**Track usage over the die**

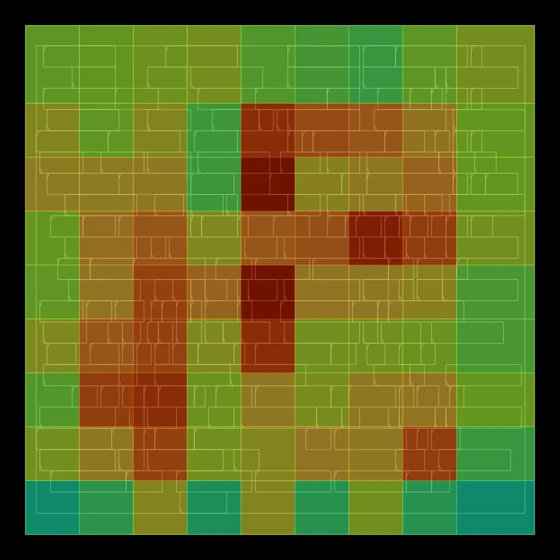
**Register map, names as in the netlist**

The bar under the picture is 20 um long.
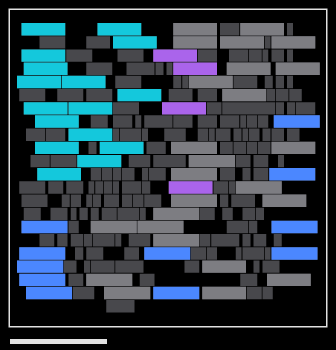
**Gate-type map**

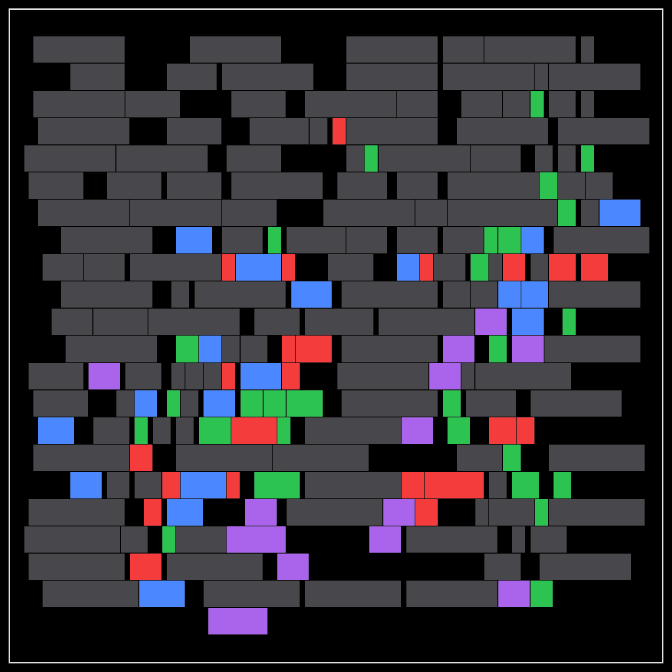
**Cells coloured by class**

The bar under the picture is 20 um long.
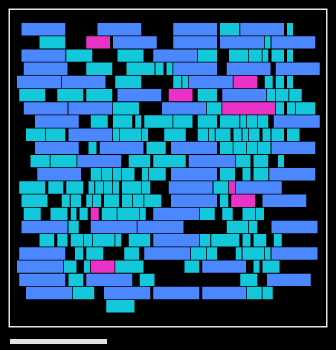
===== src/rtl/seven_seg_readback.sv =====
// Passive monitor of a multiplexed active-low 4-digit seven-segment bus.
// Rebuilds the displayed hex value once each {An,Seg} sample has been stable long enough.
module seven_seg_readback #(
    parameter int STABLE_CYCLES = 4,
    parameter int CNT_W         = 4
) (
    input  logic        Clk,
    input  logic        Reset_n,
    input  logic [3:0]  An,
    input  logic [0:6]  Seg,
    output logic [15:0] HexVal,
    output logic [3:0]  DigitValid,
    output logic [3:0]  BadPattern,
    output logic        FrameDone,
    output logic        SegErr
);

    localparam logic [CNT_W-1:0] STABLE_MAX = CNT_W'(STABLE_CYCLES);

    // sample layout: [10:7] = An, [6:0] = segments a..g with a in bit 6
    logic [10:0]      sample_r;
    logic [10:0]      sample_p;
    logic [CNT_W-1:0] stable_cnt;
    logic [3:0]       captured_mask;

    logic             fire;
    logic [3:0]       digit_sel;
    logic             single_digit;
    logic             blanked;
    logic             seg_off;
    logic             seg_legal;
    logic [3:0]       seg_value;
    logic [3:0]       mask_next;

    always_comb begin
        fire = (sample_r == sample_p) && (stable_cnt == STABLE_MAX - 1'b1);

        digit_sel = 4'b0000;
        case (sample_r[10:7])
            4'b1110: digit_sel = 4'b0001;
            4'b1101: digit_sel = 4'b0010;
            4'b1011: digit_sel = 4'b0100;
            4'b0111: digit_sel = 4'b1000;
            default: digit_sel = 4'b0000;
        endcase
        single_digit = |digit_sel;
        blanked      = (sample_r[10:7] == 4'b1111);
        seg_off      = (sample_r[6:0] == 7'b111_1111);

        seg_legal = 1'b1;
        seg_value = 4'h0;
        case (sample_r[6:0])
            7'b0000001: seg_value = 4'h0;
            7'b1001111: seg_value = 4'h1;
            7'b0010010: seg_value = 4'h2;
            7'b0000110: seg_value = 4'h3;
            7'b1001100: seg_value = 4'h4;
            7'b0100100: seg_value = 4'h5;
            7'b0100000: seg_value = 4'h6;
            7'b0001111: seg_value = 4'h7;
            7'b0000000: seg_value = 4'h8;
            7'b0000100: seg_value = 4'h9;
            7'b0001000: seg_value = 4'hA;
            7'b1100000: seg_value = 4'hB;
            7'b0110001: seg_value = 4'hC;
            7'b1000010: seg_value = 4'hD;
            7'b0110000: seg_value = 4'hE;
            7'b0111000: seg_value = 4'hF;
            default:    seg_legal = 1'b0;
        endcase

        mask_next = captured_mask | digit_sel;
    end

    always_ff @(posedge Clk or negedge Reset_n) begin
        if (!Reset_n) begin
            sample_r      <= '1;
            sample_p      <= '1;
            stable_cnt    <= '0;
            captured_mask <= 4'b0000;
            HexVal        <= 16'h0000;
            DigitValid    <= 4'b0000;
            BadPattern    <= 4'b0000;
            FrameDone     <= 1'b0;
            SegErr        <= 1'b0;
        end else begin
            sample_r  <= {An, Seg};
            sample_p  <= sample_r;
            FrameDone <= 1'b0;
            SegErr    <= 1'b0;

            if (sample_r != sample_p)
                stable_cnt <= CNT_W'(1);
            else if (stable_cnt != STABLE_MAX)
                stable_cnt <= stable_cnt + 1'b1;

            if (fire) begin
                if (single_digit) begin
                    for (int i = 0; i < 4; i++) begin
                        if (digit_sel[i]) begin
                            if (seg_legal) begin
                                HexVal[4*i +: 4] <= seg_value;
                                DigitValid[i]    <= 1'b1;
                                BadPattern[i]    <= 1'b0;
                            end else if (seg_off) begin
                                HexVal[4*i +: 4] <= 4'h0;
                                DigitValid[i]    <= 1'b0;
                                BadPattern[i]    <= 1'b0;
                            end else begin
                                DigitValid[i]    <= 1'b0;
                                BadPattern[i]    <= 1'b1;
                            end
                        end
                    end
                    if (!seg_legal && !seg_off)
                        SegErr <= 1'b1;
                    // completing the frame restarts the mask on the same edge
                    if (mask_next == 4'b1111) begin
                        FrameDone     <= 1'b1;
                        captured_mask <= 4'b0000;
                    end else begin
                        captured_mask <= mask_next;
                    end
                end else if (!blanked) begin
                    SegErr <= 1'b1;
                end
            end
        end
    end

endmodule


===== config.mk =====
export PLATFORM = sky130hd
export DESIGN_NAME = seven_seg_readback
export DESIGN_NICKNAME = d
export VERILOG_FILES = /design/src/rtl/seven_seg_readback.sv
export SDC_FILE = /design/constraint.sdc
export NUM_CORES = 1
export LEC_CHECK = 0
export CAP_MARGIN = 30
export CORE_UTILIZATION = 68
export CTS_BUF_LIST = sky130_fd_sc_hd__clkbuf_8
export DETAILED_ROUTE_END_ITERATION = 8
export DONT_BUFFER_PORTS = 1
export PLACE_DENSITY = 0.84
export SYNTH_ARGS = -nofsm -noshare
export SYNTH_HDL_FRONTEND = slang
export SYNTH_SLANG_ARGS = --single-unit

===== constraint.sdc =====
create_clock -name Clk -period 4.1 [get_ports Clk]
set_clock_uncertainty 0.2 [all_clocks]
set_input_delay 1.025 -clock Clk [delete_from_list [all_inputs] [get_ports Clk]]
set_output_delay 1.025 -clock Clk [all_outputs]
set_load 0.03 [all_outputs]

==> results_dict.tcl <==
# implementation run metrics
set metrics [dict create \
    status "finished clean" \
    syn_to_final_growth_pct 3.921 \
    regToRegStartpoint "sample_r[6]" \
    clkTransAtPathRegs_ns 0.09 \
    critPathLaunch "sample_r[6]" \
    placed_cell_area_um2 2711 \
    seqPwrFrac 0.600 \
    crit_family "simple AND/OR/NAND/NOR gates" \
    cts.sinks 56 \
    logic_area_um2 1196 \
    min_period_ns 2.668 \
    postCtsHoldBufs 0 \
    critPathKind "flip-flop to flip-flop" \
    mux_area_frac 0.1116 \
    simple_gate_share 0.1697 \
    hold_violations 0 \
    dp.cells 252 \
    hpwlAfterDp_mm 3.744 \
    yosysChipArea_um2 2713 \
    synthFlopType "dfrtp_1" \
    syn_avg_cell_area_um2 12.86 \
    postSynthSeqShare 0.5268 \
    common_cells "dfrtp_1, dfstp_2, mux2_4" \
    worstPathRequired_ns 4.10 \
    power_density_nw_per_um2 351.2 \
    grt_pass1_wl_mm 9.004 \
    ctsLongestPathBuffers 2 \
    total_power_uw 990.1 \
    drt_iter0_drc 225 \
    regMostFlops "HexVal" \
    n_tap_cell 48 \
    endpoint_kind "flip-flop" \
    max_cap_viol_count 0 \
    drc 0 \
    num-fill-cells 250 \
    gr-max-usage-layer "met2" \
    timing.rr.end "HexVal[7]" \
    met1_usage 0.3709 \
    grt_max_degree 57 \
    ys.flops 56 \
    setup_slack_ns 1.432 \
    comb_cells 141 \
    io_buffers 0 \
    worst_slew_pin_slew_ns 0.6152 \
    largestClassByArea "registers" \
    max_freq_mhz 374.8 \
    max_slew_margin 0.5864 \
    drt_first_pass_iters 4 \
    setup_viol 0 \
    r2r_slack_ns 1.43 \
    async_flop_share 1.000 \
    die_width_um 65.16 \
    yosysWarnings 0 \
    place_ws_ns 1.461 \
    wirelength_mm 5.287 \
    combPwrFrac 0.048 \
    yosysTopAreaCell "dfrtp_1" \
    drive_above_1_share 0.3443 \
    mostFrequentLayoutCells "dfrtp_1, dfstp_2, mux2_4" \
    slowest_stage "dfstp_2" \
    period_used_share 0.6508 \
    cpPeakStageDelay_ns 0.70 \
    die_area_um2 4246 \
    path_buffers 0 \
    inverters 7 \
    clk_latency_ns 0.31 \
    synthXorXnorAreaFrac 0.04751 \
    logic_family "simple AND/OR/NAND/NOR gates" \
    crit_top_cell "nand3_1" \
    top_power_group "sequential cells" \
    fp_nets 226 \
    ys_cells 211 \
    crit_cells 6 \
    switching_share 0.2178 \
    ant_nets 0 \
    reg_top3 "HexVal: 16 flops, sample_p: 11 flops, sample_r: 11 flops" \
    ctsResizeCount 0 \
    post_cts_buffers 0 \
    synthAoiAreaFrac 0.1029 \
    synthCells 211 \
    chipHeight_um 65.16 \
    hp-class "primary input to asynchronous set/reset pin" \
    cts_tree "built" \
    gp_congestion 0.8298 \
    rsz0062_at_grt "false" \
    synth-edff-count 0 \
    drv_slew 0 \
]
-- 'track usage over the die' (at the start) --
WL/cell: 20.33 um
fin util: 0.7530
GR Util All Layers: 0.2883
met3 GRT Util: 0.06771

-- 'register map, names as in the netlist' (at the start) --
- blue: sample_r (flops 11)
- cyan: HexVal (flops 16)
- purple: DigitValid (flops 4)
- not coloured: 25
sequential share of cell area: 0.5069
Register Area: 1429 um^2
seq pwr: 594 uW

-- 'gate-type map' (at the start) --
- blue: AND and OR gates (cells 18)
- red: NOR gates (cells 22)
- green: NAND gates (cells 28)
- purple: XOR/XNOR gates (cells 13)
Layout Cells excl Fill: 260
combinational share of cell area: 0.4243
top logic cell by instance count in the layout: dfrtp_1

-- 'cells coloured by class' (at the start) --
- blue: flops (cells 56; share of their area 52%)
- cyan: all other logic (cells 148; share of their area 44%)
- magenta: clock drivers and dummy loads (cells 8; share of their area 3.9%)
core area: 3744 um^2
Finished Cell Area: 2819 um^2

Power and IR drop assume default switching activity.
